[config.mk]
export PLATFORM = sky130hd
export DESIGN_NAME = ex_mem_stage
export DESIGN_NICKNAME = d
export VERILOG_FILES = /design/src/rtl/ex_mem_stage.sv
export SDC_FILE = /design/constraint.sdc
export NUM_CORES = 1
export LEC_CHECK = 0
export CORE_AREA = 2 2 159 161
export CTS_CLUSTER_DIAMETER = 120
export DETAILED_ROUTE_END_ITERATION = 8
export DIE_AREA = 0 0 161 163
export PLACE_DENSITY = 0.72
export SLEW_MARGIN = 15
export SYNTH_ARGS = -nofsm -noshare
export SYNTH_HDL_FRONTEND = slang
export SYNTH_SLANG_ARGS = --single-unit
[constraint.sdc]
create_clock -name clk -period 3.95 [get_ports clk]
set_clock_uncertainty 0.05 [all_clocks]
set_input_delay 0.79 -clock clk [delete_from_list [all_inputs] [get_ports clk]]
set_output_delay 0.79 -clock clk [all_outputs]
set_load 0.05 [all_outputs]
[src/rtl/ex_mem_stage.sv]
// ex_mem_stage: execute-to-memory pipeline register with valid/ready handshake
// and a registered branch redirect (pcSrc/pcTarget).
// Optional build macro EX_MEM_SKID_EN: adds a second (skid) entry so inReady can
// come straight from a flop, breaking the outReady -> inReady combinational path
// while keeping full throughput. Without it the stage holds a single entry.
module ex_mem_stage #(
    parameter int DATA_W = 64,
    parameter int REG_AW = 5
) (
    input  logic              clk,
    input  logic              rstN,
    input  logic              inValid,
    output logic              inReady,
    input  logic [DATA_W-1:0] aluResult,
    input  logic              zeroFlag,
    input  logic [DATA_W-1:0] storeData,
    input  logic [DATA_W-1:0] branchTarget,
    input  logic [REG_AW-1:0] rdAddr,
    input  logic              branch,
    input  logic              memRead,
    input  logic              memWrite,
    input  logic              regWrite,
    input  logic              memToReg,
    input  logic              flush,
    output logic              outValid,
    input  logic              outReady,
    output logic [DATA_W-1:0] outAluResult,
    output logic [DATA_W-1:0] outStoreData,
    output logic [REG_AW-1:0] outRdAddr,
    output logic              outMemRead,
    output logic              outMemWrite,
    output logic              outRegWrite,
    output logic              outMemToReg,
    output logic              pcSrc,
    output logic [DATA_W-1:0] pcTarget
);

    // Everything the memory stage needs from one execute-stage entry.
    typedef struct packed {
        logic [DATA_W-1:0] alu_result;
        logic [DATA_W-1:0] store_data;
        logic [REG_AW-1:0] rd_addr;
        logic              mem_read;
        logic              mem_write;
        logic              reg_write;
        logic              mem_to_reg;
    } entry_t;

    entry_t            in_entry;
    entry_t            main_q;
    entry_t            main_d;
    logic              main_valid_q;
    logic              main_valid_d;
    logic              pc_src_q;
    logic              pc_src_d;
    logic [DATA_W-1:0] pc_target_q;
    logic [DATA_W-1:0] pc_target_d;
    logic              accept;
    logic              out_fire;

    assign in_entry.alu_result = aluResult;
    assign in_entry.store_data = storeData;
    assign in_entry.rd_addr    = rdAddr;
    assign in_entry.mem_read   = memRead;
    assign in_entry.mem_write  = memWrite;
    assign in_entry.reg_write  = regWrite;
    assign in_entry.mem_to_reg = memToReg;

    assign accept   = inValid && inReady;
    assign out_fire = main_valid_q && outReady;

`ifdef EX_MEM_SKID_EN
    entry_t skid_q;
    entry_t skid_d;
    logic   skid_valid_q;
    logic   skid_valid_d;
    logic   ready_q;
    logic   ready_d;

    // Ready comes from a flop; flush still blocks acceptance in its own cycle.
    assign inReady = ready_q && !flush;

    // Next state of the output (main) entry and the overflow (skid) entry.
    always_comb begin
        // NOTE: every variable gets a default first so no path leaves it unassigned (no latch).
        main_d       = main_q;
        main_valid_d = main_valid_q;
        skid_d       = skid_q;
        skid_valid_d = skid_valid_q;
        if (flush) begin
            main_valid_d = 1'b0;
            skid_valid_d = 1'b0;
        end else if (!main_valid_q || out_fire) begin
            // Main slot is free this edge: oldest entry (skid first) moves in.
            if (skid_valid_q) begin
                main_d       = skid_q;
                main_valid_d = 1'b1;
                skid_valid_d = 1'b0;
            end else begin
                main_valid_d = accept;
                if (accept) begin
                    main_d = in_entry;
                end
            end
        end else if (accept) begin
            // Main is stalled; park the new entry behind it.
            skid_d       = in_entry;
            skid_valid_d = 1'b1;
        end
        // The skid slot only fills while main is full, so it alone marks "both full".
        ready_d = !skid_valid_d;
    end

    // Skid entry and registered ready.
    always_ff @(posedge clk or negedge rstN) begin
        if (!rstN) begin
            skid_q       <= '0;
            skid_valid_q <= 1'b0;
            ready_q      <= 1'b1;
        end else begin
            skid_q       <= skid_d;
            skid_valid_q <= skid_valid_d;
            ready_q      <= ready_d;
        end
    end
`else
    // Single entry: accept when the slot is empty or draining this edge.
    assign inReady = (!main_valid_q || outReady) && !flush;

    // Next state of the single output entry.
    always_comb begin
        main_d       = main_q;
        main_valid_d = main_valid_q;
        if (flush) begin
            main_valid_d = 1'b0;
        end else if (!main_valid_q || out_fire) begin
            main_valid_d = accept;
            if (accept) begin
                main_d = in_entry;
            end
        end
    end
`endif

    // Branch redirect: one-cycle pulse for a taken branch, target held otherwise.
    always_comb begin
        pc_src_d    = accept && branch && zeroFlag;
        pc_target_d = pc_src_d ? branchTarget : pc_target_q;
    end

    // Output entry and branch redirect registers.
    always_ff @(posedge clk or negedge rstN) begin
        if (!rstN) begin
            // NOTE: the data slots are reset too, because the out* ports must read 0 during reset.
            main_q       <= '0;
            main_valid_q <= 1'b0;
            pc_src_q     <= 1'b0;
            pc_target_q  <= '0;
        end else begin
            // NOTE: non-blocking assignments so every flop samples pre-edge values.
            main_q       <= main_d;
            main_valid_q <= main_valid_d;
            pc_src_q     <= pc_src_d;
            pc_target_q  <= pc_target_d;
        end
    end

    assign outValid     = main_valid_q;
    assign outAluResult = main_q.alu_result;
    assign outStoreData = main_q.store_data;
    assign outRdAddr    = main_q.rd_addr;
    assign outMemRead   = main_q.mem_read;
    assign outMemWrite  = main_q.mem_write;
    assign outRegWrite  = main_q.reg_write;
    assign outMemToReg  = main_q.mem_to_reg;
    assign pcSrc        = pc_src_q;
    assign pcTarget     = pc_target_q;

endmodule
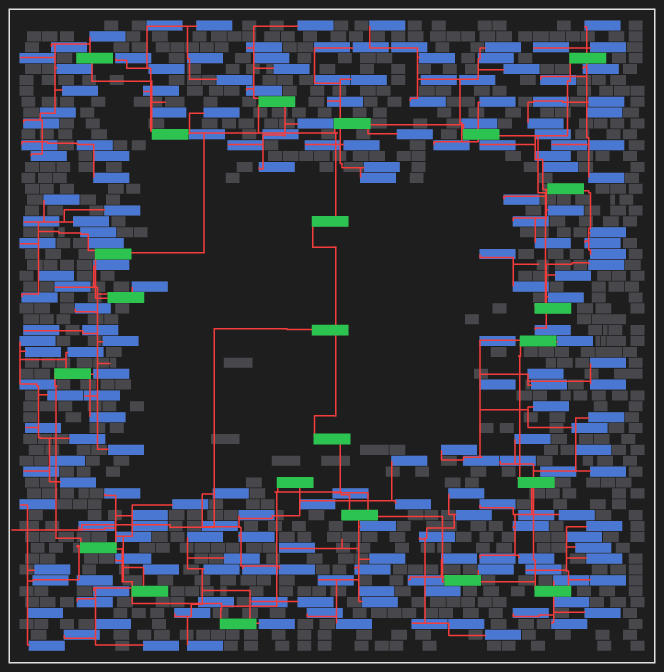
run_1/clock_map.png
flip-flops: drawn in blue, count 203. clock wires: drawn in red, length 2700 µm. cells driving clock nets: drawn in green, count 23.
There are 24 routed clock nets. Position of the flops: spread over the die.
Clock power frac: 0.257
Clk Latency, worst-skew pair: 0.50 ns
clk pwr: 1.97 mW

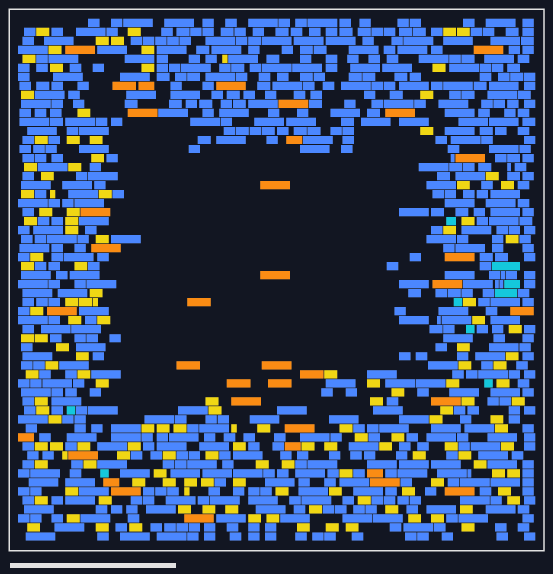
run_1/drive_strength.png
Scale bar: 50 µm.
drive 6 and up: drawn in orange, cells 36, share 4.1%, most used clkbuf_16. drive 2: drawn in yellow, cells 148, share 17%, most used mux2_2. drive 1 or less: drawn in blue, cells 679, share 78%, most used clkdlybuf4s50_1. drive 3 to 4: drawn in cyan, cells 9, share 1.0%, most used buf_4.
Design Area, Final: 0.0128 mm²
setup ws final: 0.808 ns
P&R area growth vs syn: 68.7%

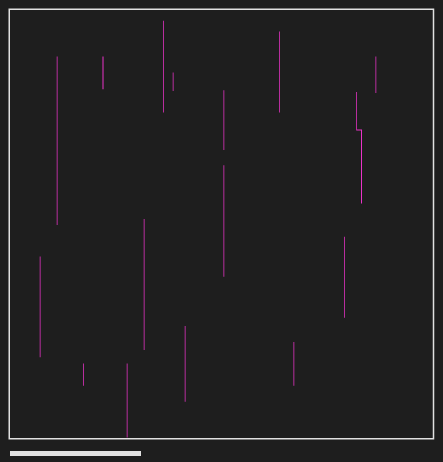
run_1/met4.png
Scale bar: 50 µm.
The wires run mostly vertical. The longest straight run is 63.9 µm. The layer holds 2.2% of the routed length. 8 nets have wire on it. The layer carries 470 µm of wire.
Detailed Route WL: 21600 µm
vias after detailed routing: 5268

## run 1: critical path, delay by kind of cell
family / cells / cell delay [ns]
AND/OR/NAND/NOR: 1 / 0.16
buffers and inverters: 2 / 1.35
## run 1: how the worst max path moves through the flow
stage	slack [ns]	cells past startpoint	end	start
4_1_cts	0.80	3	inReady	flush
3_3_place_gp	0.81	3	inReady	flush
2_1_floorplan	1.63	2	inReady	outReady
3_5_place_dp	0.80	3	inReady	flush
6_report	0.81	3	inReady	flush
5_1_grt	0.76	3	inReady	flush
## run 1: registers in the layout, indices dropped and copies added, names as in the netlist
name and flops:
pcSrc 1, outStoreData 64, outMemWrite 1, outRdAddr 5, outAluResult 64, outMemToReg 1
outValid 1, outMemRead 1, outRegWrite 1, pcTarget 64
## run 1: cells in the mapped netlist
| cell | n |
|---|---|
| mux2_2 | 142 |
| dfrtp_1 | 203 |
| nor2_1 | 3 |
| mux2_1 | 59 |
| nor3b_2 | 1 |
| nor2b_4 | 1 |
| nand2_1 | 1 |
| buf_2 | 3 |
| nor4b_4 | 1 |
| buf_6 | 8 |
| buf_4 | 11 |
## run 1: final cells by class
| class | count | share of cell area |
|---|---|---|
| Sequential cell | 203 | 0.396 |
| Timing Repair Buffer | 423 | 0.335 |
| Multi-Input combinational cell | 208 | 0.182 |
| Clock buffer | 31 | 0.0512 |
| Tap cell | 330 | 0.0322 |
| Clock inverter | 7 | 0.00303 |
## run 1: per-layer routing
layer	vias to the layer above	track usage	part of all wire
li1	2383	-	-
met1	2577	0.180	0.38
met2	274	0.282	0.50
met3	34	0.0601	0.10
met4	0	0.0450	0.022
met5	-	0	0
## run 1: kinds of logic (layout without fill, tap and decap cells)
family / after synthesis / in the layout / share of synthesized area
buffers and inverters: 22 / 461 / 0.0247
flip-flops: 203 / 203 / 0.669
multiplexers: 201 / 201 / 0.298
AND/OR/NAND/NOR: 7 / 7 / 0.00856
## run 1: power by group through the flow
| stage | logic, mW | registers [mW] | clock network (mW) |
|---|---|---|---|
| floorplan | 0.385 | 4.11 | 0 |
| global placement | 3.00 | 2.69 | 0 |
| detailed placement | 3.02 | 2.72 | 0 |
| CTS | 3.03 | 2.68 | 2.05 |
| global route | 3.10 | 2.73 | 2.14 |
| finish | 3.00 | 2.68 | 1.97 |
## run 1: stage by stage
stage	setup WS, ns	power, mW	instances	hold slack (ns)	utilization
2_1_floorplan	1.63	4.50	433	0.444	-
3_3_place_gp	0.815	5.70	1164	0.416	0.491
3_5_place_dp	0.805	5.74	1164	0.424	0.491
4_1_cts	0.799	7.77	1202	0.296	0.519
5_1_grt	0.756	7.97	1202	0.346	0.519
6_report	0.808	7.64	1202	0.293	0.519
==> reports/qor.yml, run 1 <==
warnings: 26
p_int_mw: 4.76
synth_area_mm2: 0.00760
setup_viol: 0
cp_slowest_stage_delay_ns: 0.81
worstMarginPinSlew_ns: 0.780
post_cts_buffers: 0
antenna_found_initial: 0
cts.clk_slew.worst_paths_ns: 0.06
dpl.hpwl_um: 16300
syn-instance-count: 433
area_leaders: "dfrtp_1, mux2_2, mux2_1"
fillCellCount: 2077
lay_top_count: "clkdlybuf4s50_1"
coreArea_mm2: 0.0247
syn_avg_cell_area_um2: 17.5
die_area_mm2: 0.0262
path_max_fanout: 4
ys_cells: 433
worst_slew_margin_rel: 0.479
fp.dieW_um: 161
p_per_area_mw_per_mm2: 596
power_switching_mw: 2.89
place_area_mm2: 0.0121
htreeDepth: 1
netSwitchingFraction: 0.378
worstPathRequired_ns: 3.11
grt_pass1_wl_um: 32700
first_iter_violations: 143
layout.nets: 1067
synth_warnings: 0
max_cap_viol_count: 0
antennaDiodeCount: 0
crit_path_end_kind: "primary output"
finalHoldViolations: 0
path_class: "primary input to primary output"
finalMaxSlewViolations: 0
vias_per_cell: 4.38
rr_endpoint: "outMemToReg$_DFFE_PN0P_"
post_cts_resized: 0
firstDrtPassIters: 4
gp_congestion: 0.762
synth.distinct_cells: 11
crit_arrival_ns: 2.30
period_needed_ns: 3.14
rows: 58
cts_hold_buf: 0
grt_usage: 0.159
ys.flops: 203
routedWlPerCell_um: 18.0
port_buffers: 411
top_area_frac: 0.669
root_buffer: "clkbuf_16"
start_kind: "primary input"
synth.largest_area_cell: "dfrtp_1"
drtAntennaViolNets: 0
tns_ns: 0
cts_made_buffers: 23
critPathSlowestCell: "clkdlybuf4s50_1"
grt-ovfl-total: 0
drive_gt1_frac: 0.221
comb_area_mm2: 0.00233
cts_tree: "yes"
ys_seq_share: 0.669
reg2reg_depth: 4
rsz0062_at_grt: "false"
clock.fmax_mhz: 318
pwr-share-comb: 0.392
p_leak_nw: 5.26
final_cell_mix: "clkdlybuf4s50_1, dfrtp_1, mux2_2"
synthesis.nets: 641
fp-utilization: 0.308
fin_crit_sh: 0.795
min_path_type: "primary input to async pin"
die_h_um: 163
power_frac_seq: 0.350
r2r-start: "outValid$_DFFE_PN0P_"
crit_chain: "clkdlybuf4s50_1 -> nor2_1 -> clkdlybuf4s50_1"
status: "finished clean"
cts.sinks: 203
ff_latch_area_mm2: 0.00508
vdd_ir_drop_max_v: 0.000379
yosys_area_mm2: 0.00760
io_pins: 412
grt_pass1_vias: 5723
==> run 1 -> run 2 <==
Settings changed: CORE_AREA 2 2 159 161 to 2 2 161 163, DIE_AREA 0 0 161 163 to 0 0 163 165, PLACE_DENSITY 0.72 to 0.71.
Clock period 3.95 ns to 3.2 ns, I/O delays scaled along.
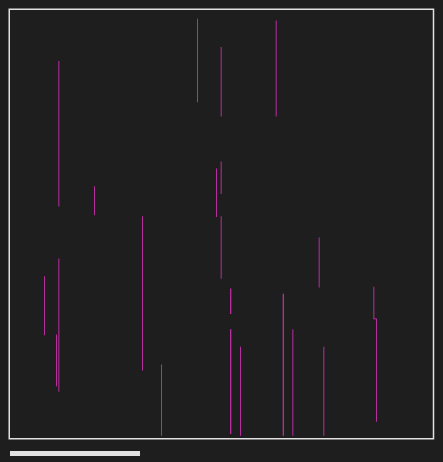
run_2/met4.png
Scale bar: 50 µm.
vias after detailed routing: 5275
Detailed Route WL: 21400 µm

==> reports/qor.yml, run 2 <==
status: "finished clean"
period_needed_ns: 2.43
root_buffer: "clkbuf_16"
vias_per_cell: 4.38
worstPathRequired_ns: 2.51
insertion_delay_ns: 0.50
cp_slowest_stage_delay_ns: 0.84
p_per_area_mw_per_mm2: 768
post_cts_buffers: 0
yosysMostFrequentCell: "dfrtp_1"
setup_viol: 0
htreeDepth: 1
path_max_fanout: 2
comb_area_mm2: 0.00233
async_reset_ff_frac: 1.00
port_buffers: 411
layout.nets: 1066
first_iter_violations: 165
ff_latch_area_mm2: 0.00508
worst_slew_margin_rel: 0.586
fp.dieW_um: 163
cts_made_buffers: 23
syn-instance-count: 433
fillCellCount: 2163
finalMaxSlewViolations: 0
crit_arrival_ns: 1.74
tns_ns: 0
top_area_frac: 0.669
firstDrtPassIters: 4
cts.sinks: 203
path_class: "flop to primary output"
antenna_found_initial: 1
fin_crit_sh: 0.759
synthesis.nets: 641
synth.top_cells.by_count: "dfrtp_1, mux2_2, mux2_1"
rows: 58
die_h_um: 165
whs_ns: 0.106
vdd_ir_drop_max_v: 0.000490
lay_top_count: "clkdlybuf4s50_1"
crit_family: "buffers and inverters"
synth.distinct_cells: 11
routedWlPerCell_um: 17.7
ys_cells: 433
ys.flop_type: "dfrtp_1"
final_cell_mix: "clkdlybuf4s50_1, dfrtp_1, mux2_2"
yosys_area_mm2: 0.00760
crit_chain: "clkdlybuf4s50_1"
grt_pass1_wl_um: 31400
fp-utilization: 0.303
clock.fmax_mhz: 412
grt_usage: 0.151
cts.clk_slew.worst_paths_ns: 0.06
cts_tree: "yes"
grt-ovfl-total: 0
==> run 2: netlist changes by cell type in the layout (fill, tap and decap cells not counted), sizes merged <==
| cell | delta |
|---|---|
| clkbuf | -2 |
| clkinv | -2 |
| bufinv | +6 |
| clkdlybuf4s50 | -1 |
| inv | +1 |
| diode | +1 |
==> run 2: power by group <==
group	total (mW)	switching, mW	internal (mW)	leakage, nW
Sequential	3.30	0.240	3.06	2.41
Clock	2.95	1.06	1.89	0.423
Combinational	3.69	2.30	1.39	2.49
==> run 2: area by class of cell <==
class / instances / area share
flip-flops and latches: 203 / 0.392
repair buffers: 422 / 0.329
multi-input cells: 208 / 0.180
clock buffers: 29 / 0.0493
well taps: 330 / 0.0319
clock inverters: 12 / 0.0165
diodes: 1 / 0.000193
==> run 2: cells by family (layout without fill, tap and decap cells) <==
group         after synthesis  after routing  synth area share
buf+inv                    22            463            0.0247
flops                     203            203             0.669
mux                       201            201             0.298
other cells                 0              1                 0
simple gates                7              7           0.00856
==> run 2: worst paths after layout <==
check,from,end,cells past startpoint
setup / recovery,outAluResult[17]$_DFFE_PN0P_,outAluResult[17],1
hold / removal,rstN,outAluResult[20]$_DFFE_PN0P_,1
setup reg to reg,outValid$_DFFE_PN0P_,outAluResult[37]$_DFFE_PN0P_,4
hold reg to reg,pcTarget[61]$_DFFE_PN0P_,pcTarget[61]$_DFFE_PN0P_,1
max in group asynchronous,rstN,outStoreData[23]$_DFFE_PN0P_,2
min in group clk,pcTarget[61]$_DFFE_PN0P_,pcTarget[61]$_DFFE_PN0P_,1
==> run 2: routing by layer <==
layer  up-vias  track usage  share of wire
li1       2381            -              -
met1      2584        0.166           0.37
met2       267        0.260           0.50
met3        43       0.0583           0.10
met4         0       0.0628          0.032
met5         -            0              0
==> run 2: through the flow <==
step | instance area, µm² | utilization | total power [mW] | setup WS, ns | std cells
6_report | 12900 | 0.517 | 9.93 | 0.770 | 1205
5_1_grt | 12900 | 0.517 | 10.3 | 0.709 | 1205
2_1_floorplan | 7600 | - | 5.55 | 1.09 | 433
3_5_place_dp | 12100 | 0.483 | 7.06 | 0.557 | 1163
4_1_cts | 12900 | 0.517 | 10.1 | 0.730 | 1204
3_3_place_gp | 12100 | 0.483 | 7.02 | 0.585 | 1163
No activity file was given, so power comes from the tool's default toggle rates.
